--- src/rtl/debug_pkg.sv ---
// Shared definitions for the debug_port bus peripheral: register offsets,
// transfer size encodings, STATUS bit positions and byte-lane helpers.
package debug_pkg;

    localparam logic [31:0] OFS_STATUS  = 32'h80;
    localparam logic [31:0] OFS_CHANGED = 32'h84;
    localparam logic [31:0] OFS_TXDATA  = 32'h88;
    localparam logic [31:0] OFS_CYCLE   = 32'h8C;

    localparam logic [1:0] SIZE_BYTE = 2'd0;
    localparam logic [1:0] SIZE_HALF = 2'd1;
    localparam logic [1:0] SIZE_WORD = 2'd2;

    localparam int STAT_BOOT     = 0;
    localparam int STAT_TX_EMPTY = 1;
    localparam int STAT_TX_FULL  = 2;
    localparam int STAT_OVERFLOW = 3;
    localparam int STAT_LEVEL_LO = 8;

    typedef enum logic [2:0] {
        REG_NONE,
        REG_OUT,
        REG_IN,
        REG_STATUS,
        REG_CHANGED,
        REG_TXDATA,
        REG_CYCLE
    } regSel_e;

    // Lanes past byte 3 fall off the top, so a half at offset 3 touches one byte.
    function automatic logic [3:0] byteEnables(input logic [1:0] size, input logic [1:0] offset);
        logic [3:0] base;
        case (size)
            SIZE_BYTE: base = 4'b0001;
            SIZE_HALF: base = 4'b0011;
            default:   base = 4'b1111;
        endcase
        return base << offset;
    endfunction

    function automatic logic [31:0] byteMask(input logic [3:0] be);
        logic [31:0] mask;
        for (int b = 0; b < 4; b++) begin
            mask[8*b +: 8] = {8{be[b]}};
        end
        return mask;
    endfunction

endpackage

--- src/rtl/debug_fifo.sv ---
// Synchronous byte FIFO feeding the debug console stream; head is shown
// combinationally so the consumer sees data the cycle it becomes valid.
module debug_fifo #(
    parameter int DEPTH = 8,
    parameter int WIDTH = 8
) (
    input  logic                     clk,
    input  logic                     rst,
    input  logic                     push_i,
    input  logic [WIDTH-1:0]         data_i,
    input  logic                     pop_i,
    output logic [WIDTH-1:0]         head_o,
    output logic                     full_o,
    output logic                     empty_o,
    output logic [$clog2(DEPTH):0]   level_o
);

    localparam int PW = $clog2(DEPTH);

    logic [WIDTH-1:0] mem_q [DEPTH];
    logic [PW-1:0]    wrPtr_q, wrPtr_d;
    logic [PW-1:0]    rdPtr_q, rdPtr_d;
    logic [PW:0]      level_q, level_d;
    logic             doPush, doPop;

    // A push into a full FIFO is still taken when a pop frees the head slot.
    always_comb begin
        empty_o = (level_q == '0);
        full_o  = (level_q == (PW+1)'(DEPTH));
        doPop   = pop_i & ~empty_o;
        doPush  = push_i & (~full_o | doPop);
        wrPtr_d = doPush ? wrPtr_q + PW'(1) : wrPtr_q;
        rdPtr_d = doPop  ? rdPtr_q + PW'(1) : rdPtr_q;
        level_d = level_q;
        if (doPush && !doPop) begin
            level_d = level_q + (PW+1)'(1);
        end else if (doPop && !doPush) begin
            level_d = level_q - (PW+1)'(1);
        end
        head_o  = empty_o ? '0 : mem_q[rdPtr_q];
        level_o = level_q;
    end

    always_ff @(posedge clk or posedge rst) begin
        if (rst) begin
            wrPtr_q <= '0;
            rdPtr_q <= '0;
            level_q <= '0;
        end else begin
            wrPtr_q <= wrPtr_d;
            rdPtr_q <= rdPtr_d;
            level_q <= level_d;
        end
    end

    always_ff @(posedge clk) begin
        if (doPush) begin
            mem_q[wrPtr_q] <= data_i;
        end
    end

endmodule

--- src/rtl/debug_port.sv ---
// Bring-up debug peripheral on the valid/ready data bus: NCH out/in register
// pairs, sticky input change flags, a cycle counter and a console TX FIFO.
module debug_port
    import debug_pkg::*;
#(
    parameter int NCH   = 2,
    parameter int DEPTH = 8,
    parameter int AW    = 8
) (
    input  logic                clk,
    input  logic                rst,
    input  logic                boot,
    input  logic [32*NCH-1:0]   in_vec,
    output logic [32*NCH-1:0]   out_vec,
    input  logic                valid,
    input  logic                write,
    input  logic [31:0]         addr,
    input  logic [1:0]          size,
    input  logic [31:0]         wdata,
    output logic [31:0]         rdata,
    output logic                ready,
    output logic [7:0]          tx_data,
    output logic                tx_valid,
    input  logic                tx_ready
);

    localparam int LW = $clog2(DEPTH) + 1;

    logic [31:0]       out_q [NCH];
    logic [31:0]       out_d [NCH];
    logic [32*NCH-1:0] inPrev_q;
    logic [NCH-1:0]    changed_q, changed_d, changeNow;
    logic              overflow_q, overflow_d;
    logic [31:0]       cycle_q, cycle_d;
    logic              ready_q, ready_d;
    logic [31:0]       rdata_q, rdata_d;

    regSel_e     sel;
    logic [31:0] offset;
    logic [3:0]  chIdx;
    logic [31:0] chOut, chIn, statusWord, changedWord, regWord, rdWord;
    logic [31:0] lvlWide;
    logic        accept, wrEn;
    logic [3:0]  be;
    logic [31:0] laneData, laneMask, w1c;

    logic            fifoPush, fifoPop, fifoFull, fifoEmpty;
    logic [7:0]      fifoHead;
    logic [LW-1:0]   fifoLevel;
    logic            unusedAddr;

    assign unusedAddr = ^addr;

    // Only addr[AW-1:2] takes part in decode; channel slots occupy 0x00..0x7C.
    always_comb begin
        offset         = '0;
        offset[AW-1:2] = addr[AW-1:2];
        chIdx          = offset[6:3];
        sel            = REG_NONE;
        if (offset[31:7] == '0) begin
            if ({28'd0, chIdx} < 32'(NCH)) begin
                sel = offset[2] ? REG_IN : REG_OUT;
            end
        end else begin
            case (offset)
                OFS_STATUS:  sel = REG_STATUS;
                OFS_CHANGED: sel = REG_CHANGED;
                OFS_TXDATA:  sel = REG_TXDATA;
                OFS_CYCLE:   sel = REG_CYCLE;
                default:     sel = REG_NONE;
            endcase
        end
    end

    always_comb begin
        chOut = '0;
        chIn  = '0;
        for (int i = 0; i < NCH; i++) begin
            if (chIdx == 4'(i)) begin
                chOut = out_q[i];
                chIn  = in_vec[32*i +: 32];
            end
        end
        lvlWide    = 32'(fifoLevel);
        statusWord = '0;
        statusWord[STAT_BOOT]            = boot;
        statusWord[STAT_TX_EMPTY]        = fifoEmpty;
        statusWord[STAT_TX_FULL]         = fifoFull;
        statusWord[STAT_OVERFLOW]        = overflow_q;
        statusWord[STAT_LEVEL_LO +: 8]   = (lvlWide > 32'd255) ? 8'hFF : lvlWide[7:0];
        changedWord                      = '0;
        changedWord[NCH-1:0]             = changed_q;
        case (sel)
            REG_OUT:     regWord = chOut;
            REG_IN:      regWord = chIn;
            REG_STATUS:  regWord = statusWord;
            REG_CHANGED: regWord = changedWord;
            REG_CYCLE:   regWord = cycle_q;
            default:     regWord = '0;
        endcase
        rdWord = regWord >> {addr[1:0], 3'b000};
    end

    // Change and overflow sets are OR-ed in after the W1C clear so they win.
    always_comb begin
        accept   = valid & ~ready_q;
        wrEn     = accept & write;
        be       = byteEnables(size, addr[1:0]);
        laneData = wdata << {addr[1:0], 3'b000};
        laneMask = byteMask(be);
        w1c      = laneData & laneMask;

        ready_d = accept;
        rdata_d = (accept && !write) ? rdWord : '0;

        for (int i = 0; i < NCH; i++) begin
            out_d[i]     = out_q[i];
            changeNow[i] = (inPrev_q[32*i +: 32] != in_vec[32*i +: 32]);
            if (wrEn && sel == REG_OUT && chIdx == 4'(i)) begin
                out_d[i] = (out_q[i] & ~laneMask) | (laneData & laneMask);
            end
        end

        changed_d = changed_q;
        if (wrEn && sel == REG_CHANGED) begin
            changed_d = changed_q & ~w1c[NCH-1:0];
        end
        changed_d = changed_d | changeNow;

        fifoPop  = ~fifoEmpty & tx_ready;
        fifoPush = wrEn && (sel == REG_TXDATA);

        overflow_d = overflow_q;
        if (wrEn && sel == REG_STATUS && w1c[STAT_OVERFLOW]) begin
            overflow_d = 1'b0;
        end
        if (fifoPush && fifoFull && !fifoPop) begin
            overflow_d = 1'b1;
        end

        cycle_d = (wrEn && sel == REG_CYCLE) ? '0 : cycle_q + 32'd1;
    end

    always_ff @(posedge clk or posedge rst) begin
        if (rst) begin
            for (int i = 0; i < NCH; i++) begin
                out_q[i] <= '0;
            end
            inPrev_q   <= '0;
            changed_q  <= '0;
            overflow_q <= 1'b0;
            cycle_q    <= '0;
            ready_q    <= 1'b0;
            rdata_q    <= '0;
        end else begin
            for (int i = 0; i < NCH; i++) begin
                out_q[i] <= out_d[i];
            end
            inPrev_q   <= in_vec;
            changed_q  <= changed_d;
            overflow_q <= overflow_d;
            cycle_q    <= cycle_d;
            ready_q    <= ready_d;
            rdata_q    <= rdata_d;
        end
    end

    debug_fifo #(
        .DEPTH (DEPTH),
        .WIDTH (8)
    ) u_fifo (
        .clk     (clk),
        .rst     (rst),
        .push_i  (fifoPush),
        .data_i  (wdata[7:0]),
        .pop_i   (fifoPop),
        .head_o  (fifoHead),
        .full_o  (fifoFull),
        .empty_o (fifoEmpty),
        .level_o (fifoLevel)
    );

    for (genvar g = 0; g < NCH; g++) begin : g_out
        assign out_vec[32*g +: 32] = out_q[g];
    end

    assign ready    = ready_q;
    assign rdata    = rdata_q;
    assign tx_data  = fifoHead;
    assign tx_valid = ~fifoEmpty;

endmodule

--- config.mk ---
export PLATFORM = sky130hd
export DESIGN_NAME = debug_port
export DESIGN_NICKNAME = d
export VERILOG_FILES = /design/src/rtl/debug_pkg.sv /design/src/rtl/debug_fifo.sv /design/src/rtl/debug_port.sv
export SDC_FILE = /design/constraint.sdc
export NUM_CORES = 1
export LEC_CHECK = 0
export CAP_MARGIN = 20
export CORE_MARGIN = 2
export CORE_UTILIZATION = 45
export DETAILED_ROUTE_END_ITERATION = 10
export GPL_TIMING_DRIVEN = 0
export PLACE_DENSITY_LB_ADDON = 0.05
export SYNTH_ARGS = -nofsm -noshare
export SYNTH_HDL_FRONTEND = slang
export SYNTH_SLANG_ARGS = --single-unit
--- constraint.sdc ---
create_clock -name clk -period 8.35 [get_ports clk]
set_clock_uncertainty 0.05 [all_clocks]
set_input_delay 1.67 -clock clk [delete_from_list [all_inputs] [get_ports clk]]
set_output_delay 1.67 -clock clk [all_outputs]
set_load 0.005 [all_outputs]
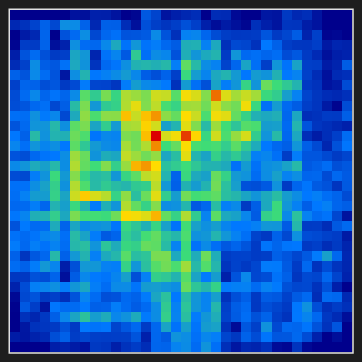
wire_density.png
Drawn at 2 px/micron. The die is cut into 34 by 34 equal tiles; dark blue is low, red is high, scaled to the fullest tile. Values are wire area over tile area, all layers added.
3.8% of the tiles are nearly empty. 13% of the tiles are over half the peak. The emptiest ninth of the die: south-east. The densest ninth of the die: center. The mean over all tiles is 0.24.
routed via count: 9562
drt total wl: 41930 microns
Total Routing Usage GR: 0.2896
wire per inst: 25.04 microns

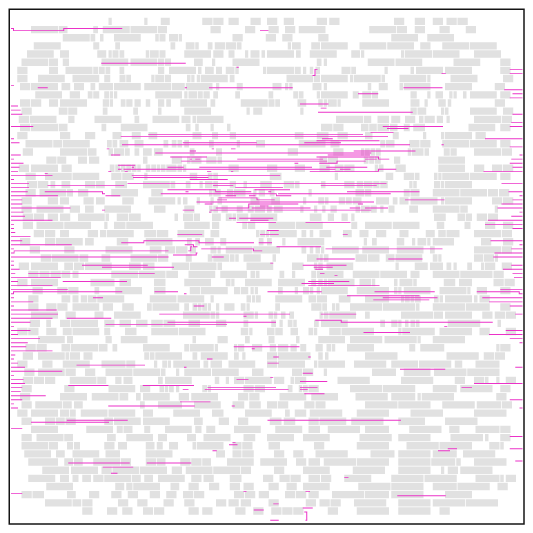
met3.png
Drawn at 3 px/micron.
The layer holds 8.4% of the routed length. The longest straight run is 95.7 microns.
met3 usage: 0.07148

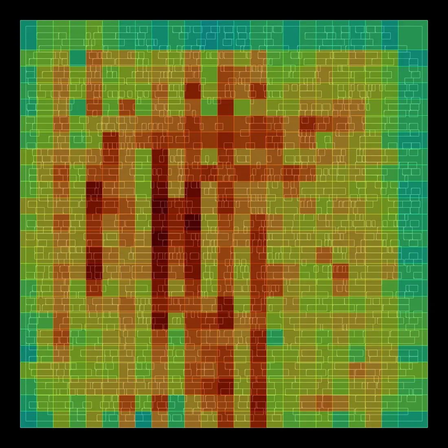
final_congestion.png
GRT met1 Usage: 0.3896
GR met2 Demand/Resource: 0.4497

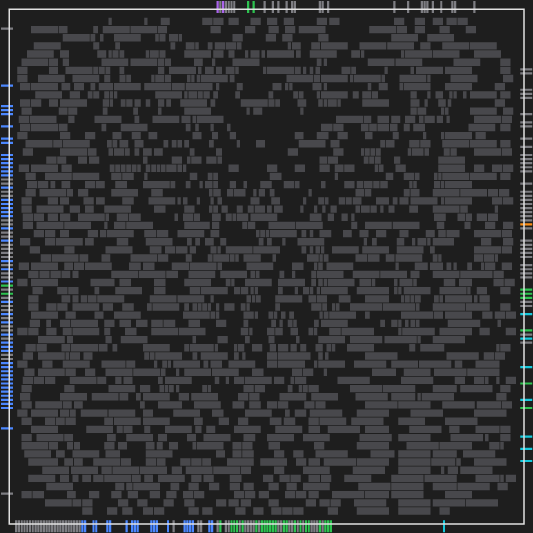
pins.png
Drawn at 3 px/micron. Pins as bars across the die edge, other pins in gray.
tx_data: shown in cyan, pins 8, direction output, edge 7 east, 1 south. size: shown in purple, pins 2, direction input, edge north. wdata: shown in green, pins 32, direction input, edge 22 south, 6 east, 2 north, 2 west. in_vec: shown in blue, pins 64, direction input, edge 44 west, 20 south. valid: shown in orange, pins 1, direction input, edge east.
die width: 171.1 microns
Port Buf Inserts: 215
DIE HEIGHT: 171.1 microns

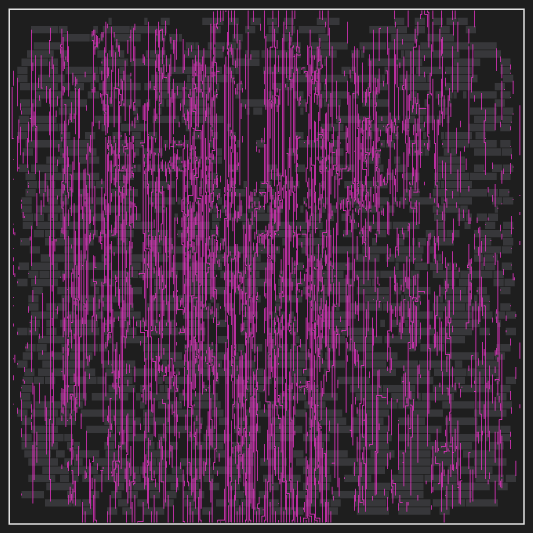
met2.png
Drawn at 3 px/micron.
The layer carries 18900 microns of wire. The layer holds 45% of the routed length.

==> results.json <==
{
  "nNonClkBuffers": 269,
  "core-area_sq_um": 27630,
  "final_layout_size_suffix_gt1_frac": 0.1234,
  "rows": 61,
  "maxCapViolations": 0,
  "wl_met3_microns": 3516,
  "fin_hold_ws_ps": 447.7,
  "finalClockPeriodUsage": 0.5794,
  "ir_drop_uv": 173.0,
  "stdcell_count": 1675,
  "path_class": "flop to primary output",
  "top_cell": "dfrtp_1",
  "dr.max_layer_used": "met5",
  "comb-power_mw": 0.634,
  "cp.arrival_ps": 3120,
  "min-delay-start": "ready",
  "cpLargestDelayFamily": "buffers and inverters",
  "netlist_area_sq_um": 12560,
  "yosysWarningCount": 0,
  "slowest_delay_ps": 570,
  "status": "complete, no violations",
  "grt_setup_unrepaired": "no",
  "inverters_excl_clock": 13,
  "insertion_delay_ps": 580,
  "netlist.top_cell.by_area": "dfrtp_1",
  "power.density_nw_per_um2": 213.8,
  "ant_nets": 0,
  "synth-edff-count": 64,
  "synth.distinct_cells": 56,
  "setup_tns_ps": 0,
  "topCellsByArea": "dfrtp_1, edfxtp_1, xnor2_1",
  "grt_max_degree": 114,
  "hold_path_end": "ready",
  "largestClassByArea": "flip-flops and latches",
  "ff_count": 270,
  "switching_share": 0.2726,
  "synth.top_cell.area_share": 0.4104,
  "p_clk_frac": 0.378,
  "diodes": 0,
  "syn2layout_area_growth_pct": 29.05,
  "warning_count": 52,
  "cts_max_level": 1,
  "cts_root_buffer": "clkbuf_16",
  "cts_hold_buf": 0
}
[worst max path at each step]
stage | startpoint | to | slack [ps] | cells after the start
finish | u_fifo.rdPtr_q[0] | tx_data[4] | 3510 | 6
global route | u_fifo.rdPtr_q[0] | tx_data[2] | 3300 | 6
CTS | u_fifo.rdPtr_q[0] | tx_data[4] | 3420 | 6
detailed placement | addr[5] | u_fifo.mem_q[4][2] | 3230 | 9
global placement | rst | rdata[12] | -1790 | 2
floorplan | rst | async pin | 1010 | 1
[kinds of logic (layout without fill, tap and decap cells)]
family | Yosys count | after routing | synth area share
compound gates | 156 | 156 | 0.08277
xor+xnor | 95 | 95 | 0.06623
flops | 270 | 270 | 0.5633
mux | 146 | 146 | 0.1421
fa+ha+maj | 7 | 7 | 0.007570
buf+inv | 62 | 335 | 0.02181
simple gates | 288 | 288 | 0.1161
